File: src/rtl/readout_sequencer.sv
// Frame sequencer for the readout chip: correlated-double-sampling cycle, then per-channel
// readout with a simultaneous four-node ADC conversion handshake and a sticky timeout flag.
module readout_sequencer #(
  parameter int unsigned NUM_CH      = 64,
  parameter int unsigned RST_CYC     = 16,
  parameter int unsigned SH_CYC      = 8,
  parameter int unsigned SETTLE_CYC  = 4,
  parameter int unsigned ADC_TIMEOUT = 255,
  localparam int unsigned CW         = $clog2(NUM_CH)
) (
  input  logic          clk_i,
  input  logic          reset_ni,
  input  logic          run_i,
  input  logic [15:0]   intg_cyc_i,
  input  logic [3:0]    adc_done_i,
  output logic          intg_o,
  output logic          irst_o,
  output logic          shs_o,
  output logic          shr_o,
  output logic          sti_o,
  output logic          clk_readout_o,
  output logic [3:0]    start_adc_o,
  output logic [CW-1:0] ch_index_o,
  output logic [15:0]   frame_cnt_o,
  output logic          frame_done_o,
  output logic          busy_o,
  output logic          timeout_err_o
);

  localparam logic [15:0]   RstLast    = 16'(RST_CYC - 1);
  localparam logic [15:0]   ShLast     = 16'(SH_CYC - 1);
  localparam logic [15:0]   SettleLast = 16'(SETTLE_CYC - 1);
  localparam logic [15:0]   TmoLast    = 16'(ADC_TIMEOUT - 1);
  localparam logic [CW-1:0] ChLast     = CW'(NUM_CH - 1);

  typedef enum logic [3:0] {
    StIdle, StRst, StShr, StInteg, StShs, StSti, StSettle, StConv, StAdv, StDone
  } state_e;

  state_e        state_q, state_d;
  logic [15:0]   cnt_q;
  logic [15:0]   intg_q;
  logic [15:0]   intg_last;
  logic [3:0]    mask_q, mask_d;
  logic          tmo;
  logic          irst_q, shr_q, intg_q_out, shs_q, sti_q, clk_ro_q;
  logic          start_adc_q;
  logic [CW-1:0] ch_q;
  logic [15:0]   frame_cnt_q;
  logic          frame_done_q, busy_q, timeout_err_q;

  // A zero integration length still gives one INTG cycle.
  assign intg_last = (intg_q == 16'd0) ? 16'd0 : intg_q - 16'd1;

  always_comb begin
    state_d = state_q;
    mask_d  = mask_q;
    tmo     = 1'b0;
    unique case (state_q)
      StIdle:   if (run_i) state_d = StRst;
      StRst:    if (cnt_q == RstLast) state_d = StShr;
      StShr:    if (cnt_q == ShLast) state_d = StInteg;
      StInteg:  if (cnt_q == intg_last) state_d = StShs;
      StShs:    if (cnt_q == ShLast) state_d = StSti;
      StSti:    state_d = StSettle;
      StSettle: if (cnt_q == SettleLast) state_d = StConv;
      StConv: begin
        // Done pulses coinciding with start_adc belong to no conversion of ours.
        mask_d = start_adc_q ? 4'h0 : (mask_q | adc_done_i);
        if (mask_d != 4'hF && cnt_q == TmoLast) tmo = 1'b1;
        if (mask_d == 4'hF || tmo) state_d = (ch_q == ChLast) ? StDone : StAdv;
      end
      StAdv:    state_d = StSettle;
      StDone:   state_d = run_i ? StRst : StIdle;
      default:  state_d = StIdle;
    endcase
  end

  // Outputs are registered from the next state so they line up with the state itself.
  always_ff @(posedge clk_i or negedge reset_ni) begin
    if (!reset_ni) begin
      state_q       <= StIdle;
      cnt_q         <= '0;
      intg_q        <= '0;
      mask_q        <= '0;
      irst_q        <= 1'b0;
      shr_q         <= 1'b0;
      intg_q_out    <= 1'b0;
      shs_q         <= 1'b0;
      sti_q         <= 1'b0;
      clk_ro_q      <= 1'b0;
      start_adc_q   <= 1'b0;
      ch_q          <= '0;
      frame_cnt_q   <= '0;
      frame_done_q  <= 1'b0;
      busy_q        <= 1'b0;
      timeout_err_q <= 1'b0;
    end else begin
      state_q <= state_d;
      cnt_q   <= (state_d != state_q || state_d == StIdle) ? 16'd0 : cnt_q + 16'd1;
      mask_q  <= mask_d;
      if (state_d == StRst && state_q != StRst) intg_q <= intg_cyc_i;
      irst_q       <= (state_d == StRst);
      shr_q        <= (state_d == StShr);
      intg_q_out   <= (state_d == StInteg);
      shs_q        <= (state_d == StShs);
      sti_q        <= (state_d == StSti);
      clk_ro_q     <= (state_d == StSti) || (state_d == StAdv);
      start_adc_q  <= (state_d == StConv) && (state_q != StConv);
      frame_done_q <= (state_d == StDone);
      busy_q       <= (state_d != StIdle);
      if (state_d == StSti) begin
        ch_q <= '0;
      end else if (state_d == StAdv && state_q != StAdv) begin
        ch_q <= ch_q + 1'b1;
      end
      if (state_d == StDone && state_q != StDone) frame_cnt_q <= frame_cnt_q + 16'd1;
      if (tmo) timeout_err_q <= 1'b1;
    end
  end

  assign irst_o        = irst_q;
  assign shr_o         = shr_q;
  assign intg_o        = intg_q_out;
  assign shs_o         = shs_q;
  assign sti_o         = sti_q;
  assign clk_readout_o = clk_ro_q;
  assign start_adc_o   = {4{start_adc_q}};
  assign ch_index_o    = ch_q;
  assign frame_cnt_o   = frame_cnt_q;
  assign frame_done_o  = frame_done_q;
  assign busy_o        = busy_q;
  assign timeout_err_o = timeout_err_q;

endmodule

File: config.mk
export PLATFORM = sky130hd
export DESIGN_NAME = readout_sequencer
export DESIGN_NICKNAME = d
export VERILOG_FILES = /design/src/rtl/readout_sequencer.sv
export SDC_FILE = /design/constraint.sdc
export NUM_CORES = 1
export LEC_CHECK = 0
export CAP_MARGIN = 5
export CORE_MARGIN = 10
export CORE_UTILIZATION = 55
export CTS_CLUSTER_DIAMETER = 150
export DETAILED_ROUTE_END_ITERATION = 10
export PLACE_DENSITY = 0.81
export SLEW_MARGIN = 0
export SYNTH_ARGS = -nofsm -noshare
export SYNTH_HDL_FRONTEND = slang
export SYNTH_SLANG_ARGS = --single-unit
File: constraint.sdc
create_clock -name clk_i -period 7.1 [get_ports clk_i]
set_input_delay 1.42 -clock clk_i [delete_from_list [all_inputs] [get_ports clk_i]]
set_output_delay 1.42 -clock clk_i [all_outputs]
set_load 0.01 [all_outputs]
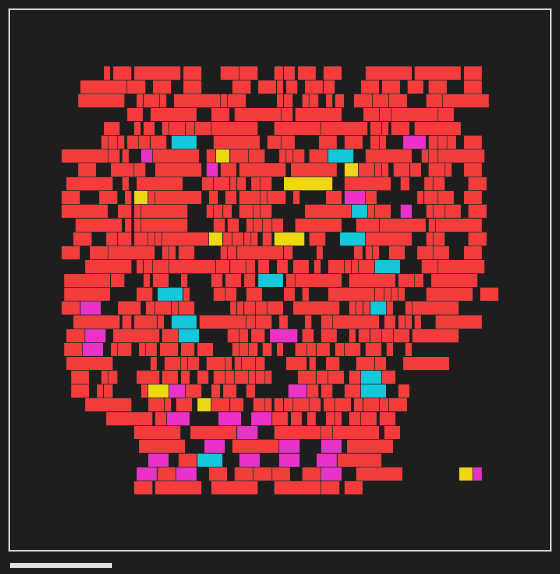
Fig. 1. Cell sizes after repair.
The bar under the picture is 20 um long.
Cyan stands for drive 6 and up, cells 13. Red stands for drive 1 or less, cells 429. Magenta stands for drive 2, cells 26. Yellow stands for drive 3 to 4, cells 9.

==> metrics.cfg <==
[clock_network]
root_buffer=clkbuf_8
cts.repair.resized=0
clock_path_buffers=2
postCtsSetupRepairBufs=0
htree_levels=3
cts_buffers=9
clkSinkCount=72
cts_tree=built
ctsHoldBuffers=0
clk_pin_slew_worst_paths_ns=0.09
clk_latency_ns=0.36

[place]
portBuffers=57
place_inst=560
dp_hpwl_um=6530
gp_congestion=0.900
place_ws_ns=2.90

[worst_setup_path]
end_kind=flip-flop
rr_worst_depth=10
reg2reg_to=state_q[2]
reg2reg_from=intg_q[0]
worstSetupStartpoint=run_i
required_ns=7.35
r2r_setup_slack_ns=3.55
worstPathArrival_ns=4.07
cp-endpoint=frame_cnt_o[13]
start_kind=primary input
worstSetupPathType=in -> reg
cp_max_fo=19

[global_route]
grt_pass1_wl_um=15600
antenna_found_initial=0
overflow=0
grt_pass1_vias=3296
grt_max_degree=73
track_usage_pct=16.6

[drt]
vias=3255
route.detailed.wl_per_inst_um=15.6
drt.antenna.violating_nets=0
wirelength_um=8980
drt_iter0_markers=259
drc_errors=0
drt_pre_antenna_iters=4
vias_per_cell=5.65

[floorplan]
chipArea_um2=11300
coreArea_um2=7250
num_rows=31
initial_core_util_pct=56.4
io-pin-count=58
die_h_um=106
die_x_um=106

[synthesis]
ys_seq_share_pct=44.0
synthMostInstantiatedCell=dfrtp_1
edf_count=0
fp_nets=454
ys_ff=72
avgSynthCellArea_um2=9.61
synth_top_area_share_pct=44.0
yosysUniqueCellTypes=60
ys_chip_area_um2=4090
synth_warnings=0
netlist_instances=426
common_cells=dfrtp_1, nor2_1, nand2_1, xnor2_1, xor2_1
ys.flop_type=dfrtp_1
yosys.area.top_type=dfrtp_1
netlist_area_um2=4090
async_flop_share_pct=100
yosys-stat-cells=426
area_leaders=dfrtp_1, xnor2_1, mux2_2, xor2_1, nor2_1

[power]
power.leakage_nw=2.10
ir_drop_uv=187
power_density_nw_per_um2=286

[sta]
slew_viol_final=0
whs_ns=0.473
setup-violations-final=0
fin_skew_ns=0.0123
max_freq_ghz=0.262
rsz0062_at_grt=false
tns_ns=0
tightest_slew_ns=0.894
fin_crit_sh_pct=53.8
setup_slack_ns=3.28
hold_viol_final=0
period_needed_ns=3.82
max_slew_margin_pct=40.4

[cells_and_area]
n_antenna_cell=0
layout_top_cells=dfrtp_1, clkdlybuf4s50_1, nor2_1
syn_to_final_growth_pct=18.9
final.fill_count=594
post-route-util_pct=67.1
nets=500
final_cells=576
layout-drive-gt1-share_pct=10.1
layout.cells.most_common=dfrtp_1

[hold_path]
holdCritStartpoint=frame_cnt_o[15]
hp-class=reg -> reg
hold_end=frame_cnt_o[15]
whs_path_depth=1

[outcome]
status=complete, no violations

[flow_run]
drv_cap=0
tool_warnings=27

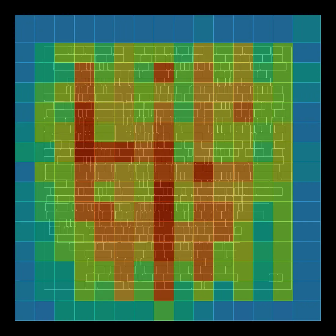
Fig. 2. Routing congestion map.
Top Usage Layer GRT: met2
GR Util met3: 3.74%

[logic make-up after synthesis]
kind of cell               after synthesis  share of synthesized area, %
and+or+nand+nor                        195                          25.5
DFF                                     72                          44.0
AOI/OAI and AO/OA                       56                          9.78
xor gates and xnor gates                49                          10.9
buffers and inverters                   32                          3.70
muxes                                   17                          4.65
adders and majority gates                5                          1.53
[layout make-up]
| cell class | count | area (um2) | area share, % |
|---|---|---|---|
| inverter | 7 | 26.3 | 0.540 |
| clock buffer | 9 | 124 | 2.55 |
| multi-input combinational | 322 | 2140 | 44.0 |
| sequential | 72 | 1800 | 37.0 |
| timing repair buffer | 60 | 588 | 12.1 |
| clock inverter | 7 | 62.6 | 1.29 |
| tap | 99 | 124 | 2.55 |
[through the flow]
stage | instance area [um2] | total power [mW]
2_1_floorplan | 4090 | 0.962
3_3_place_gp | 4680 | 1.07
3_5_place_dp | 4680 | 1.08
4_1_cts | 4870 | 1.39
5_1_grt | 4870 | 1.49
6_report | 4870 | 1.39
[power breakdown]
group	internal, mW	switching, mW
clock	0.134	0.176
combinational	0.233	0.248
sequential	0.485	0.117
[sequential cells by signal (all words and copies together) (netlist names), 4 cells and up]
name,flops
intg_q,16
frame_cnt_o,16
state_q,4
cnt_q,16
mask_q,4
ch_index_o,6
[layer usage]
metal | vias up | routed length [um] | part of all wire (%) | track usage [%]
met1 | 1565 | 4010 | 45 | 20.7
met4 | 0 | 138 | 1.5 | 6.87
met3 | 9 | 533 | 5.9 | 3.74
li1 | 1598 | - | - | -
met2 | 83 | 4300 | 48 | 27.3
met5 | - | 0 | 0 | 0
[worst max-delay path: stages]
cell and delay, ns:
clkdlybuf4s50_1 0.44, and3_1 0.66, a31oi_1 0.21, a311oi_4 0.46, nand2_2 0.19, nor4_2 0.37
nand4_1 0.16, xnor2_1 0.14
Power and IR drop assume default switching activity.
